===== config.mk =====
export PLATFORM = sky130hd
export DESIGN_NAME = layer_compositor_flat
export DESIGN_NICKNAME = d
export VERILOG_FILES = /design/src/rtl/compositor_pkg.sv /design/src/rtl/layer_compositor_if.sv /design/src/rtl/layer_compositor_priority_mux.sv /design/src/rtl/layer_compositor.sv /design/src/flat_wrapper.sv
export SDC_FILE = /design/constraint.sdc
export NUM_CORES = 1
export LEC_CHECK = 0
export CAP_MARGIN = 20
export CORE_MARGIN = 5
export CORE_UTILIZATION = 40
export CTS_BUF_LIST = sky130_fd_sc_hd__clkbuf_4 sky130_fd_sc_hd__clkbuf_8
export CTS_CLUSTER_SIZE = 10
export DETAILED_ROUTE_END_ITERATION = 10
export GPL_TIMING_DRIVEN = 0
export PLACE_DENSITY = 0.68
export SYNTH_ARGS = -nofsm -noshare
export SYNTH_HDL_FRONTEND = slang
export SYNTH_SLANG_ARGS = --single-unit
export TNS_END_PERCENT = 20

===== constraint.sdc =====
create_clock -name clk -period 3.65 [get_ports clk]
set_input_delay 0.5475 -clock clk [delete_from_list [all_inputs] [get_ports clk]]
set_output_delay 0.5475 -clock clk [all_outputs]
set_load 0.02 [all_outputs]

===== src/rtl/compositor_pkg.sv =====
// Shared constants and types for the layer compositor.
// The layer index constants give the sprite generators a fixed stacking order.
package compositor_pkg;

    localparam int COLOR_W = 24;
    localparam logic [COLOR_W-1:0] DEFAULT_BG_COLOR = 24'h000000;

    localparam int LAYER_PLAYER = 0;
    localparam int LAYER_BULLET = 1;
    localparam int LAYER_ENEMY  = 2;
    localparam int LAYER_SHIELD = 3;

    typedef struct packed {
        logic active;
        logic hsync;
        logic vsync;
    } sync_t;

    // Syncs are active-low, so the idle value holds them high.
    localparam sync_t SYNC_IDLE = '{active: 1'b0, hsync: 1'b1, vsync: 1'b1};

endpackage


===== src/rtl/layer_compositor_if.sv =====
// Bus between the sprite generators / VGA driver and the compositor.
// The slave side is the compositor, the master side drives the layers and syncs.
interface layer_compositor_if #(
    parameter int NUM_LAYERS = 4,
    parameter int COLOR_W    = 24
);
    logic                          pix_en;
    logic [NUM_LAYERS*COLOR_W-1:0] layer_color;
    logic [NUM_LAYERS-1:0]         layer_valid;
    logic                          active_in;
    logic                          hsync_in;
    logic                          vsync_in;
    logic                          frame_done_in;
    logic [COLOR_W-1:0]            vga_color;
    logic                          active_out;
    logic                          hsync_out;
    logic                          vsync_out;
    logic [NUM_LAYERS-1:0]         collide_mask;
    logic                          collide_valid;

    modport slave (
        input  pix_en, layer_color, layer_valid, active_in, hsync_in, vsync_in, frame_done_in,
        output vga_color, active_out, hsync_out, vsync_out, collide_mask, collide_valid
    );

    modport master (
        output pix_en, layer_color, layer_valid, active_in, hsync_in, vsync_in, frame_done_in,
        input  vga_color, active_out, hsync_out, vsync_out, collide_mask, collide_valid
    );

endinterface


===== src/rtl/layer_compositor_priority_mux.sv =====
// Combinational fixed-priority select: the lowest-index valid layer wins.
// hit is 0 when no layer is valid, letting the caller substitute the background.
module priority_mux #(
    parameter int NUM_LAYERS = 4,
    parameter int COLOR_W    = 24
) (
    input  logic [NUM_LAYERS*COLOR_W-1:0] colors,
    input  logic [NUM_LAYERS-1:0]         valids,
    output logic [COLOR_W-1:0]            color,
    output logic                          hit
);

    // Scan from the highest index down so the last assignment is the top layer.
    always_comb begin
        color = '0;
        hit   = 1'b0;
        for (int i = NUM_LAYERS - 1; i >= 0; i--) begin
            if (valids[i]) begin
                color = colors[i*COLOR_W +: COLOR_W];
                hit   = 1'b1;
            end
        end
    end

endmodule


===== src/rtl/layer_compositor.sv =====
// Two-stage pixel compositor with sync delay matching and an optional
// per-frame overlap accumulator enabled by LAYER_COMPOSITOR_COLLIDE_EN.
module layer_compositor #(
    parameter int NUM_LAYERS = 4,
    parameter int COLOR_W    = compositor_pkg::COLOR_W,
    parameter logic [COLOR_W-1:0] BG_COLOR = compositor_pkg::DEFAULT_BG_COLOR
) (
    input logic               clk,
    input logic               rst,
    layer_compositor_if.slave bus
);
    import compositor_pkg::*;

    logic [NUM_LAYERS*COLOR_W-1:0] s1_color;
    logic [NUM_LAYERS-1:0]         s1_valid;
    sync_t                         s1_sync;
    logic [COLOR_W-1:0]            s2_color;
    sync_t                         s2_sync;
    logic [COLOR_W-1:0]            sel_color;
    logic                          sel_hit;

    always_ff @(posedge clk) begin
        if (rst) begin
            s1_color <= '0;
            s1_valid <= '0;
            s1_sync  <= SYNC_IDLE;
        end else if (bus.pix_en) begin
            s1_color <= bus.layer_color;
            s1_valid <= bus.layer_valid;
            s1_sync  <= '{active: bus.active_in, hsync: bus.hsync_in, vsync: bus.vsync_in};
        end
    end

    priority_mux #(
        .NUM_LAYERS (NUM_LAYERS),
        .COLOR_W    (COLOR_W)
    ) u_priority_mux (
        .colors (s1_color),
        .valids (s1_valid),
        .color  (sel_color),
        .hit    (sel_hit)
    );

    // Blanking is applied here so colour and active_out leave in the same cycle.
    always_ff @(posedge clk) begin
        if (rst) begin
            s2_color <= '0;
            s2_sync  <= SYNC_IDLE;
        end else if (bus.pix_en) begin
            if (!s1_sync.active)
                s2_color <= '0;
            else if (sel_hit)
                s2_color <= sel_color;
            else
                s2_color <= BG_COLOR;
            s2_sync <= s1_sync;
        end
    end

    assign bus.vga_color  = s2_color;
    assign bus.active_out = s2_sync.active;
    assign bus.hsync_out  = s2_sync.hsync;
    assign bus.vsync_out  = s2_sync.vsync;

`ifdef LAYER_COMPOSITOR_COLLIDE_EN
    logic [NUM_LAYERS-1:0] overlap;
    logic [NUM_LAYERS-1:0] acc;
    logic [NUM_LAYERS-1:0] mask;
    logic                  mask_valid;

    always_comb begin
        overlap = '0;
        if (bus.active_in) begin
            for (int i = 0; i < NUM_LAYERS; i++)
                overlap[i] = bus.layer_valid[i] & |(bus.layer_valid & ~(NUM_LAYERS'(1) << i));
        end
    end

    // The frame-end pixel's own overlap is folded into the latched mask.
    always_ff @(posedge clk) begin
        if (rst) begin
            acc        <= '0;
            mask       <= '0;
            mask_valid <= 1'b0;
        end else begin
            mask_valid <= 1'b0;
            if (bus.pix_en) begin
                if (bus.frame_done_in) begin
                    mask       <= acc | overlap;
                    acc        <= '0;
                    mask_valid <= 1'b1;
                end else begin
                    acc <= acc | overlap;
                end
            end
        end
    end

    assign bus.collide_mask  = mask;
    assign bus.collide_valid = mask_valid;
`else
    logic unused_frame_done;
    assign unused_frame_done = bus.frame_done_in;

    assign bus.collide_mask  = '0;
    assign bus.collide_valid = 1'b0;
`endif

endmodule

===== src/flat_wrapper.sv =====
// flat-port wrapper written by rule: the top's interface ports become plain ports
module layer_compositor_flat import compositor_pkg::*;
#(
    parameter int NUM_LAYERS = 4,
    parameter int COLOR_W    = compositor_pkg::COLOR_W,
    parameter logic [COLOR_W-1:0] BG_COLOR = compositor_pkg::DEFAULT_BG_COLOR
)
  (clk, rst, bus_pix_en, bus_layer_color, bus_layer_valid, bus_active_in, bus_hsync_in, bus_vsync_in, bus_frame_done_in, bus_vga_color, bus_active_out, bus_hsync_out, bus_vsync_out, bus_collide_mask, bus_collide_valid);
  layer_compositor_if #(.NUM_LAYERS(NUM_LAYERS), .COLOR_W(COLOR_W)) bus_i ();
  input logic clk;
  input logic rst;
  input wire logic [$bits(bus_i.pix_en)-1:0] bus_pix_en;
  input wire logic [$bits(bus_i.layer_color)-1:0] bus_layer_color;
  input wire logic [$bits(bus_i.layer_valid)-1:0] bus_layer_valid;
  input wire logic [$bits(bus_i.active_in)-1:0] bus_active_in;
  input wire logic [$bits(bus_i.hsync_in)-1:0] bus_hsync_in;
  input wire logic [$bits(bus_i.vsync_in)-1:0] bus_vsync_in;
  input wire logic [$bits(bus_i.frame_done_in)-1:0] bus_frame_done_in;
  output wire logic [$bits(bus_i.vga_color)-1:0] bus_vga_color;
  output wire logic [$bits(bus_i.active_out)-1:0] bus_active_out;
  output wire logic [$bits(bus_i.hsync_out)-1:0] bus_hsync_out;
  output wire logic [$bits(bus_i.vsync_out)-1:0] bus_vsync_out;
  output wire logic [$bits(bus_i.collide_mask)-1:0] bus_collide_mask;
  output wire logic [$bits(bus_i.collide_valid)-1:0] bus_collide_valid;
  assign bus_i.pix_en = bus_pix_en;
  assign bus_i.layer_color = bus_layer_color;
  assign bus_i.layer_valid = bus_layer_valid;
  assign bus_i.active_in = bus_active_in;
  assign bus_i.hsync_in = bus_hsync_in;
  assign bus_i.vsync_in = bus_vsync_in;
  assign bus_i.frame_done_in = bus_frame_done_in;
  assign bus_vga_color = bus_i.vga_color;
  assign bus_active_out = bus_i.active_out;
  assign bus_hsync_out = bus_i.hsync_out;
  assign bus_vsync_out = bus_i.vsync_out;
  assign bus_collide_mask = bus_i.collide_mask;
  assign bus_collide_valid = bus_i.collide_valid;
  layer_compositor #(.NUM_LAYERS(NUM_LAYERS), .COLOR_W(COLOR_W), .BG_COLOR(BG_COLOR)) u_core (.clk(clk), .rst(rst), .bus(bus_i));
endmodule

run_1/m1.png
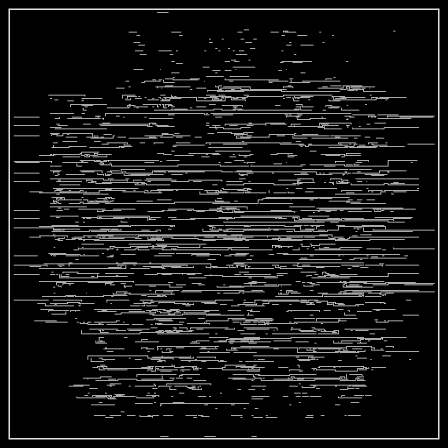
nets with wire on the layer = 713
longest straight run = 55.2 um
main direction = horizontal
share of all routed wire = 46%
Via Count: 4278
met1 GRT Util: 0.245
final WL: 14.8 mm

run_1/m2.png
The bar under the picture is 20 um long.
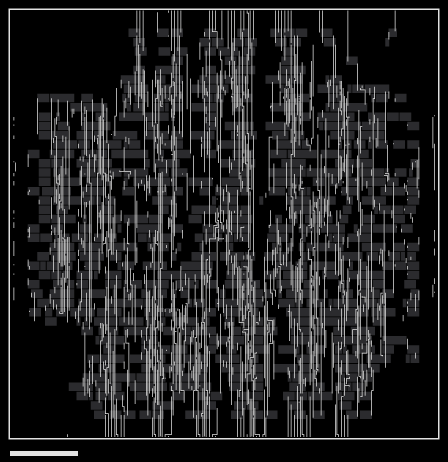
longest straight run = 44.4 um
nets with wire on the layer = 643
wire length on this layer = 6990 um
share of all routed wire = 47%
main direction = vertical
met2 usage: 0.302

run_1/m3.png
The bar under the picture is 20 um long.
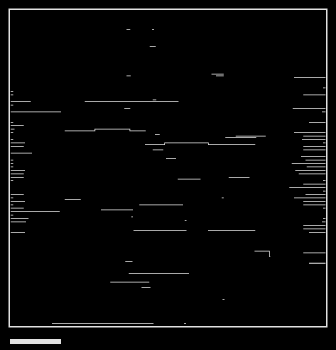
share of all routed wire = 4.9%
main direction = horizontal
Global Route met3 Usage: 0.0473

==> flow_summary_export.csv, run 1 <==
group,metric,value,unit
run_status,status,"completed",
layout,finalInstanceArea,7260,um^2
critical_path,critPathTopFamily,"buffers and inverters",
place,gp_congestion,0.867,
cts,cts_root_buf,"clkbuf_8",
critical_path,crit_chain,"clkdlybuf4s50_1",
critical_path,critPathMaxStageDelay,0.63,ns
cts,path_clk_slew,0.07,ns
floorplan,die-width,125,um
critical_path,timing.rr.end,"u_core.bus.vga_color[13]",
floorplan,fp-row-count,42,
worst_hold_path,whs_endpoint,"u_core.bus.hsync_out",
layout,fin_cells,849,
sta,min_period,1.97,ns
critical_path,startpoint_type,"flop",
critical_path,end_kind,"output pin",
cts,clock-sinks,130,
floorplan,core_area,13100,um^2
logic_synthesis,avgSynthCellArea,10.4,um^2
global_route,first_global_vias,4503,
power,power_density,451,nW/um^2
floorplan,pin_count,139,
logic_synthesis,syn_inst,507,
cts,cts_tree,"built",
sta,hold_violations,0,
run,warning_count,27,
place,placed_area,6830,um^2
place,dp.final_hpwl,11.7,mm
layout,syn_to_final_growth,37.2,%
cts,post_cts_buffers,0,
logic_synthesis,netlist_area,5290,um^2
critical_path,cp.arrival,1.42,ns
run,maxCapViolCount,0,
critical_path,path_buffers,1,
route,drc,0,
global_route,gr-total-overflow,0,
sta,setup_tns,0,ns
sta,slew_headroom,0.611,
logic_synthesis,ys_area,5290,um^2
cts,h-tree-depth,4,
route,drt_iter0_drc,227,
sta,setup_viol,0,
global_route,grt_max_degree,17,
cts,clock_latency,0.44,ns
layout,nNetsFinal,767,
cts,numCtsBuffers,17,
global_route,grt_usage,0.189,
global_route,grt_pass1_wl,23.5,mm
floorplan,die_area,15600,um^2
logic_synthesis,synthTopCellsByArea,"dfxtp_1 (49%), mux2i_1 (19%), nor2_1 (7.2%)",
logic_synthesis,yosysCellCount,507,
logic_synthesis,ys_seq_share,0.492,
sta,final-max-slew-violation-count,0,
floorplan,die_h,125,um
sta,timing.fmax,507,MHz
cts,clockBufferDepth,2,
worst_hold_path,min_path_cells,1,
layout,antenna_cells,0,
cts,cts_resized,0,
logic_synthesis,top_cell,"dfxtp_1",
logic_synthesis,yosys_warnings,0,
critical_path,required,3.10,ns
global_route,antenna_found_initial,0,
critical_path,crit_path_max_fanout,2,
layout,drive_gt1_frac,0.135,
sta,fin_skew,0.0135,ns
sta,rsz0062_at_grt,"false",
critical_path,regToRegStartpoint,"u_core.s1_valid[2]",
power,p_leak,0.00304,uW
logic_synthesis,synth_top_flop_cell,"dfxtp_1",
sta,worstMarginPinSlew,0.583,ns
logic_synthesis,synth_area_leader_cell,"dfxtp_1",
logic_synthesis,edf_count,0,
route,vias_per_cell,5.04,
route,postRouteAntennaNets,0,
logic_synthesis,synth_flops,130,
cts,cts_hold_buf,0,
power,peakVddDrop,0.217,mV
place,place_inst,817,
critical_path,critical_path_class,"reg -> out",
logic_synthesis,ys_top_cells_by_count,"dfxtp_1 (130), mux2i_1 (102), nor2_1 (102)",
worst_hold_path,min_from,"u_core.s1_sync[1]",
route,first_pass_iters,4,
worst_hold_path,hold_path.class,"reg -> reg",
place,io_buffers,130,
logic_synthesis,top_cell_area_share,0.492,
floorplan,fp-utilization,0.404,
layout,final_core_util,0.555,
sta,whs,0.479,ns
route,avgRoutedWirePerCell,17.5,um
critical_path,r2r_cells,5,
logic_synthesis,ys_types,22,
logic_synthesis,synthArstFlopShare,0,
critical_path,critPathSlowestCell,"clkdlybuf4s50_1",
critical_path,rrSetupSlack,2.04,ns
sta,fin_crit_sh,0.540,
[run 1: per-layer routing]
| layer | wire (um) | global-route usage | up-vias |
|---|---|---|---|
| met1 | 6860 | 0.245 | 2019 |
| met4 | 261 | 0.0746 | 0 |
| met2 | 6990 | 0.302 | 123 |
| met5 | 0 | 0 | - |
| li1 | - | - | 2122 |
| met3 | 723 | 0.0473 | 14 |
[run 1: cell families after synthesis]
family / count (synthesis) / share of synthesized area
multiplexers: 102 / 0.193
buffers and inverters: 54 / 0.0572
other: 1 / 0.000709
AND-OR/OR-AND: 77 / 0.120
AND/OR/NAND/NOR: 143 / 0.137
flip-flops: 130 / 0.492
[run 1: state kept, by name, indices dropped and copies added, names as in the netlist]
| register | cells |
|---|---|
| u_core.s1_color | 96 |
| u_core.bus.vga_color | 24 |
| u_core.s1_valid | 4 |
| u_core.s1_sync | 3 |
| u_core.bus.active_out | 1 |
| u_core.bus.hsync_out | 1 |
| u_core.bus.vsync_out | 1 |
[run 1: worst max-delay path by stage]
stage | start | end | slack, ns | cells past startpoint
2_1_floorplan | bus_pix_en | u_core.bus.vga_color[19] | 2.14 | 4
5_1_grt | u_core.bus.vga_color[10] | bus_vga_color[10] | 1.63 | 1
3_3_place_gp | rst | u_core.s1_valid[2] | 1.71 | 4
4_1_cts | u_core.bus.vga_color[2] | bus_vga_color[2] | 1.65 | 1
3_5_place_dp | rst | u_core.s1_color[41] | 1.71 | 4
6_report | u_core.bus.vga_color[0] | bus_vga_color[0] | 1.68 | 1
[run 1: layout by cell type (no fill, tap or decap), drive strengths merged]
cell	netlist	routed
a211o	4	4
a211oi	10	10
a221oi	14	14
and3b	10	10
buf	36	36
bufinv	0	3
clkbuf	17	40
clkdlybuf4s50	0	130
clkinv	0	3
clkinvlp	0	3
conb	1	5
dfxtp	130	130
inv	1	1
mux2i	102	102
nand2b	1	1
nor2	102	102
nor2b	5	5
o22ai	24	24
o311ai	1	1
o41ai	24	24
or2	1	1
or3b	24	24
[run 1: area by class of cell]
cell class              count  area (um^2)
inverters                   1         3.75
multi-input cells         327         2400
plain buffers              53          299
clock buffers              23          304
flip-flops and latches    130         2600
repair buffers            130         1300
well taps                 176          220
fillers                  1132         5830
clock inverters             9          128
[run 1: report_power, final]
part	total, uW	switching (uW)	leakage (uW)	internal (uW)
Combinational	437	209	0.00175	228
Clock	1300	540	0.000215	760
Sequential	1530	41.2	0.00107	1490
Total	3270	790	0.00304	2480
[run 1: through the flow]
stage          power (uW)  worst slack, ns
2_1_floorplan        1790             2.14
3_3_place_gp         1990             1.71
3_5_place_dp         2000             1.71
4_1_cts              3290             1.65
5_1_grt              3410             1.63
6_report             3270             1.68
==> run 1 -> run 2 <==
==> constraint.sdc (replaced) <==
create_clock -name clk -period 1.96 [get_ports clk]
set_input_delay 0.294 -clock clk [delete_from_list [all_inputs] [get_ports clk]]
set_output_delay 0.294 -clock clk [all_outputs]
set_load 0.02 [all_outputs]
run_2/m2.png
The bar under the picture is 20 um long.
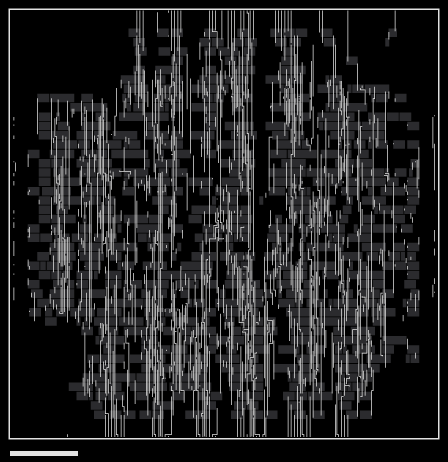
wire length on this layer = 6990 um
longest straight run = 44.4 um
nets with wire on the layer = 643
main direction = vertical
share of all routed wire = 47%

run_2/closeup.png
The bar under the picture is 5 um long. Region (21, 84) to (41, 104) um. Cells in gray, sequential cells in the stronger gray; small squares are vias.
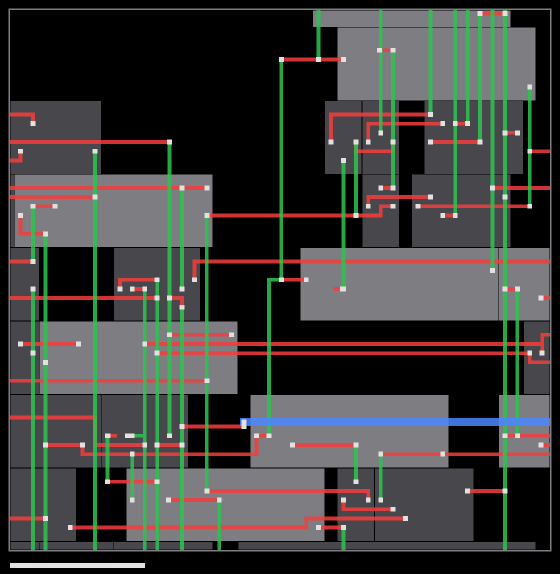
M3 -> blue
M1 -> red
M2 -> green
sequential cells in the window = 6
netlist names of flops here include = u_core.s1_color (6)
cells with their middle in the window = 20
most frequent = nor2_1 (6), dfxtp_1 (6), mux2i_1 (4)

==> run 2 against run 1 <==
Die area is the same. Clock skew is the same. First-iteration DRC count is the same. Final cell count is the same. Flip-flop count is the same. Design area is the same. Count of clock-buffer cells in the layout is the same. Synthesized cell count is the same. Clock power grew 86%. Sequential power grew 86%. Combinational power grew 86%. Critical endpoint unchanged. Largest power group unchanged. Highest routed layer unchanged.
==> flow_summary_export.csv, run 2 <==
group,metric,value,unit
place,placed_area,6830,um^2
route,via_count,4278,
logic_synthesis,syn_inst,507,
cts,cts_tree,"built",
layout,syn_to_final_growth,37.2,%
global_route,first_global_vias,4503,
cts,post_cts_buffers,0,
critical_path,crit_chain,"clkdlybuf4s50_1",
layout,nNetsFinal,767,
floorplan,fp-utilization,0.404,
floorplan,pin_count,139,
critical_path,rrSetupSlack,0.35,ns
layout,top_register,"u_core.s1_color",
cts,cts_resized,0,
critical_path,cp.arrival,1.42,ns
cts,clockBufferDepth,2,
layout,antenna_cells,0,
layout,largest_register_ffs,96,
global_route,grt_pass1_wl,23.5,mm
floorplan,die-width,125,um
layout,drive_gt1_frac,0.135,
sta,slew_headroom,0.611,
sta,min_period,1.72,ns
critical_path,endpoint,"bus_vga_color[0]",
logic_synthesis,yosys_warnings,0,
floorplan,die_area,15600,um^2
place,dp.final_hpwl,11.7,mm
critical_path,end_kind,"output pin",
place,gp_congestion,0.867,
worst_hold_path,hold_path.class,"in -> reg",
layout,fillers,1132,
logic_synthesis,top_cell,"dfxtp_1",
critical_path,critPathSlowestCell,"clkdlybuf4s50_1",
global_route,antenna_found_initial,0,
cts,numCtsBuffers,17,
floorplan,core_area,13100,um^2
logic_synthesis,ys_top_cells_by_count,"dfxtp_1 (130), mux2i_1 (102), nor2_1 (102)",
sta,setup_tns,0,ns
sta,fin_crit_sh,0.876,
critical_path,critPathTopFamily,"buffers and inverters",
sta,timing.fmax,582,MHz
critical_path,critPathMaxStageDelay,0.63,ns
cts,clock_latency,0.44,ns
layout,finalInstanceArea,7260,um^2
cts,h-tree-depth,4,
run,maxCapViolCount,0,
critical_path,path_buffers,1,
logic_synthesis,avgSynthCellArea,10.4,um^2
sta,worstMarginPinSlew,0.583,ns
logic_synthesis,synth_flops,130,
route,vias_per_cell,5.04,
critical_path,timing.rr.end,"u_core.bus.vga_color[13]",
cts,cts_hold_buf,0,
place,io_buffers,130,
logic_synthesis,ys_seq_share,0.492,
cts,cts_root_buf,"clkbuf_8",
route,first_pass_iters,4,
logic_synthesis,yosysCellCount,507,
critical_path,crit_path_max_fanout,2,
logic_synthesis,synthTopCellsByArea,"dfxtp_1 (49%), mux2i_1 (19%), nor2_1 (7.2%)",
logic_synthesis,ys_types,22,
route,finalWirelength,14.8,mm
global_route,grt_max_degree,17,
run,warning_count,27,
logic_synthesis,synth_area_leader_cell,"dfxtp_1",
layout,mostFrequentLayoutCells,"clkdlybuf4s50_1 (130), dfxtp_1 (130), mux2i_1 (102), nor2_1 (102)",
critical_path,critical_path_class,"reg -> out",
sta,final-max-slew-violation-count,0,
global_route,gr-total-overflow,0,
route,drt_iter0_drc,227,
logic_synthesis,synth_top_flop_cell,"dfxtp_1",
power,power_density,839,nW/um^2
logic_synthesis,synthArstFlopShare,0,
critical_path,regToRegStartpoint,"u_core.s1_valid[2]",
sta,rsz0062_at_grt,"false",
route,drc,0,
power,p_leak,0.00304,uW
floorplan,fp-row-count,42,
sta,fin_skew,0.0135,ns
logic_synthesis,edf_count,0,
floorplan,die_h,125,um
cts,path_clk_slew,0.07,ns
cts,clock-sinks,130,
global_route,grt_usage,0.189,
critical_path,crit_cells,1,
logic_synthesis,ys_area,5290,um^2
critical_path,startpoint_type,"flop",
critical_path,required,1.67,ns
sta,setup_viol,0,
power,peakVddDrop,0.403,mV
sta,whs,0.281,ns
logic_synthesis,top_cell_area_share,0.492,
route,postRouteAntennaNets,0,
critical_path,r2r_cells,5,
logic_synthesis,netlist_area,5290,um^2
sta,hold_violations,0,
run_status,status,"completed",
critical_path,crit_start,"u_core.bus.vga_color[0]",
run_2/congestion_map.png
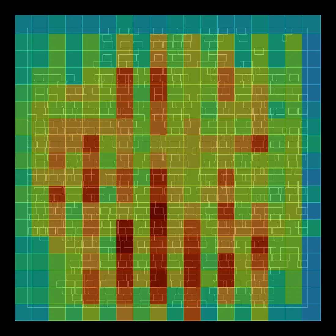
WL/cell: 17.5 um
GR peak layer: met2
Core Util, Final: 0.555

==> run 2: cell counts after synthesis <==
No cell type changed its count.
==> run 2: worst min path at each step <==
stage                       from                    to  slack, ns  cells past startpoint
6_report              bus_pix_en  u_core.bus.vsync_out       0.28                      3
5_1_grt               bus_pix_en  u_core.bus.hsync_out       0.26                      3
4_1_cts               bus_pix_en  u_core.bus.hsync_out       0.26                      3
3_5_place_dp   u_core.s1_sync[1]  u_core.bus.hsync_out       0.46                      1
3_3_place_gp   u_core.s1_sync[0]  u_core.bus.vsync_out       0.44                      1
2_1_floorplan       bus_vsync_in     u_core.s1_sync[0]       0.42                      1
==> run 2: cell type report <==
class,count,area (um^2),share of cell area
Clock buffer,23,304,0.0419
Multi-Input combinational cell,327,2400,0.331
Clock inverter,9,128,0.0176
Buffer,53,299,0.0412
Sequential cell,130,2600,0.359
Tap cell,176,220,0.0303
Timing Repair Buffer,130,1300,0.179
Inverter,1,3.75,0.000517
==> run 2: metal layers <==
layer,vias up,GRT usage,routed length (um),share of wire
met5,-,0,0,0
met4,0,0.0746,261,0.018
met3,14,0.0473,723,0.049
met2,123,0.302,6990,0.47
met1,2019,0.245,6860,0.46
li1,2122,-,-,-
==> run 2: cells by family (layout without fill, tap and decap cells) <==
logic type	count (synthesis)	in the layout	share of synthesized area
AND/OR/NAND/NOR	143	143	0.137
flip-flops	130	130	0.492
other	1	5	0.000709
buffers and inverters	54	216	0.0572
AND-OR/OR-AND	77	77	0.120
multiplexers	102	102	0.193
==> run 2: power breakdown <==
| group | internal, uW | switching [uW] |
|---|---|---|
| registers | 2780 | 76.7 |
| clock network | 1420 | 1010 |
| logic | 425 | 390 |
| total | 4620 | 1470 |
==> run 2: stage by stage <==
stage	power (uW)	util	worst slack [ns]	instances
2_1_floorplan	3330	-	0.604	511
3_3_place_gp	3700	0.522	0.270	817
3_5_place_dp	3730	0.522	0.271	817
4_1_cts	6130	0.555	0.217	849
5_1_grt	6350	0.555	0.196	849
6_report	6090	0.555	0.243	849
==> run 2 -> run 3 <==
--- a/config.mk
+++ b/config.mk
@@ -12,6 +12,7 @@
 export CTS_CLUSTER_SIZE = 10
 export DETAILED_ROUTE_END_ITERATION = 10
 export GPL_TIMING_DRIVEN = 0
+export HOLD_SLACK_MARGIN = 0.1
 export PLACE_DENSITY = 0.68
 export SYNTH_ARGS = -nofsm -noshare
 export SYNTH_HDL_FRONTEND = slang
==> constraint.sdc (replaced) <==
create_clock -name clk -period 2.21 [get_ports clk]
set_input_delay 0.3315 -clock clk [delete_from_list [all_inputs] [get_ports clk]]
set_output_delay 0.3315 -clock clk [all_outputs]
set_load 0.02 [all_outputs]
run_3/congestion_map.png
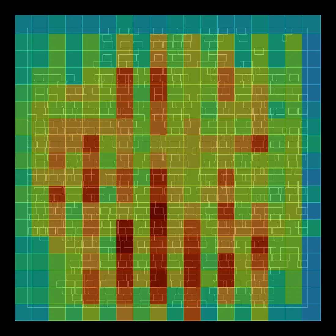
total track usage: 0.189

run_3/closeup.png
The bar under the picture is 5 um long. Region (21, 84) to (41, 104) um. Cells in gray, sequential cells in the stronger gray; small squares are vias.
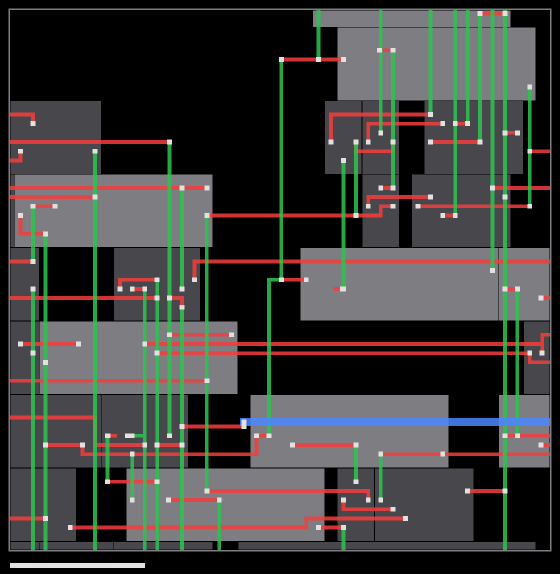
M1 -> red
M2 -> green
M3 -> blue
netlist names of flops here include = u_core.s1_color (6)
most frequent = nor2_1 (6), dfxtp_1 (6), mux2i_1 (4)
cells with their middle in the window = 20
sequential cells in the window = 6

==> run 3 against run 2 <==
Combinational power is 11% lower. Flip-flop count stayed put. Highest routed layer unchanged. Area after synthesis stayed put. Final cell count stayed put. Largest power group unchanged. Critical path type unchanged. Total power is 11% lower.
==> flow_summary_export.csv, run 3 <==
group,metric,value,unit
layout,mostFrequentLayoutCells,"clkdlybuf4s50_1 (130), dfxtp_1 (130), mux2i_1 (102), nor2_1 (102)",
logic_synthesis,synthArstFlopShare,0,
layout,nNetsFinal,767,
logic_synthesis,synthTopCellsByArea,"dfxtp_1 (49%), mux2i_1 (19%), nor2_1 (7.2%)",
place,gp_congestion,0.867,
route,finalWirelength,14.8,mm
route,avgRoutedWirePerCell,17.5,um
critical_path,startpoint_type,"flop",
layout,finalInstanceArea,7260,um^2
logic_synthesis,syn_inst,507,
logic_synthesis,synth_flops,130,
logic_synthesis,synth_area_leader_cell,"dfxtp_1",
sta,fin_crit_sh,0.794,
cts,h-tree-depth,4,
route,postRouteAntennaNets,0,
place,placed_area,6830,um^2
layout,antenna_cells,0,
critical_path,critPathMaxStageDelay,0.63,ns
logic_synthesis,edf_count,0,
floorplan,die_area,15600,um^2
run,warning_count,27,
sta,whs,0.318,ns
logic_synthesis,netlist_area,5290,um^2
global_route,grt_max_degree,17,
logic_synthesis,ys_top_cells_by_count,"dfxtp_1 (130), mux2i_1 (102), nor2_1 (102)",
critical_path,cp.arrival,1.42,ns
layout,syn_to_final_growth,37.2,%
sta,worstMarginPinSlew,0.583,ns
critical_path,timing.rr.end,"u_core.bus.vga_color[13]",
critical_path,path_buffers,1,
cts,post_cts_buffers,0,
worst_hold_path,hold_path.class,"in -> reg",
floorplan,die_h,125,um
sta,fin_skew,0.0135,ns
cts,cts_hold_buf,0,
worst_hold_path,min_path_cells,3,
route,via_count,4278,
sta,hold_violations,0,
sta,final-max-slew-violation-count,0,
sta,min_period,1.75,ns
logic_synthesis,top_cell_area_share,0.492,
place,dp.final_hpwl,11.7,mm
cts,cts_tree,"built",
logic_synthesis,avgSynthCellArea,10.4,um^2
route,first_pass_iters,4,
cts,clock-sinks,130,
worst_hold_path,min_from,"bus_pix_en",
logic_synthesis,ys_types,22,
global_route,grt_busiest_layer,"met2",
sta,timing.fmax,570,MHz
cts,clockBufferDepth,2,
cts,clock_latency,0.44,ns
route,vias_per_cell,5.04,
sta,setup_viol,0,
global_route,grtUsageMet2,0.302,
critical_path,required,1.88,ns
critical_path,crit_path_max_fanout,2,
power,p_leak,0.00304,uW
logic_synthesis,synth_top_flop_cell,"dfxtp_1",
run_status,status,"completed",
floorplan,fp-row-count,42,
floorplan,fp-utilization,0.404,
layout,final_core_util,0.555,
critical_path,end_kind,"output pin",
layout,largest_register_ffs,96,
global_route,grtUsageMet1,0.245,
logic_synthesis,ys_area,5290,um^2
global_route,gr-usage-met3,0.0473,
critical_path,r2r_cells,5,
critical_path,critPathSlowestCell,"clkdlybuf4s50_1",
critical_path,critPathTopFamily,"buffers and inverters",
critical_path,critical_path_class,"reg -> out",
logic_synthesis,top_cell,"dfxtp_1",
place,io_buffers,130,
cts,cts_resized,0,
power,peakVddDrop,0.358,mV
layout,drive_gt1_frac,0.135,
floorplan,die-width,125,um
global_route,grt_pass1_wl,23.5,mm
layout,top_register,"u_core.s1_color",
global_route,first_global_vias,4503,
cts,cts_root_buf,"clkbuf_8",
sta,setup_tns,0,ns
cts,path_clk_slew,0.07,ns
run,maxCapViolCount,0,
power,power_density,744,nW/um^2
run_3/m3.png
The bar under the picture is 20 um long.
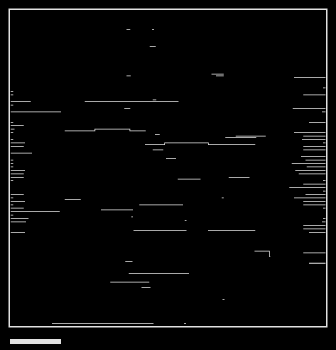

[run 3: cell counts after synthesis]
Identical to the previous run, type by type.
[run 3: logic make-up (layout without fill, tap and decap cells)]
kind of cell,count (synthesis),count (layout),share of synthesized area
buffers and inverters,54,216,0.0572
AOI/OAI and AO/OA,77,77,0.120
DFF,130,130,0.492
other,1,5,0.000709
and+or+nand+nor,143,143,0.137
muxes,102,102,0.193
[run 3: metrics by stage]
stage,power (uW),instances,setup WS (ns)
floorplan,2960,511,0.854
global placement,3280,817,0.482
detailed placement,3300,817,0.483
CTS,5440,849,0.429
global route,5630,849,0.408
finish,5400,849,0.455
[run 3: worst max-delay path by stage]
stage / from / end / cells after the start
final: u_core.bus.vga_color[0] / bus_vga_color[0] / 1
after global routing: u_core.bus.vga_color[10] / bus_vga_color[10] / 1
after CTS: u_core.bus.vga_color[2] / bus_vga_color[2] / 1
after detailed placement: rst / u_core.s1_color[41] / 4
after global placement: rst / u_core.s1_valid[2] / 4
after floorplan: u_core.s1_valid[0] / u_core.bus.vga_color[20] / 5
[run 3: area by class of cell]
cell class	count	area [um^2]
fill	1132	5830
sequential	130	2600
multi-input combinational	327	2400
timing repair buffer	130	1300
clock buffer	23	304
buffer	53	299
tap	176	220
clock inverter	9	128
inverter	1	3.75
[run 3: power by group]
part / internal (uW) / switching (uW)
Combinational: 376 / 346
Clock: 1260 / 892
Sequential: 2460 / 68.0
[run 3: per-layer routing]
layer / share of wire / vias up
li1: - / 2122
met1: 0.46 / 2019
met2: 0.47 / 123
met3: 0.049 / 14
met4: 0.018 / 0
met5: 0 / -
Power and IR drop assume default switching activity.
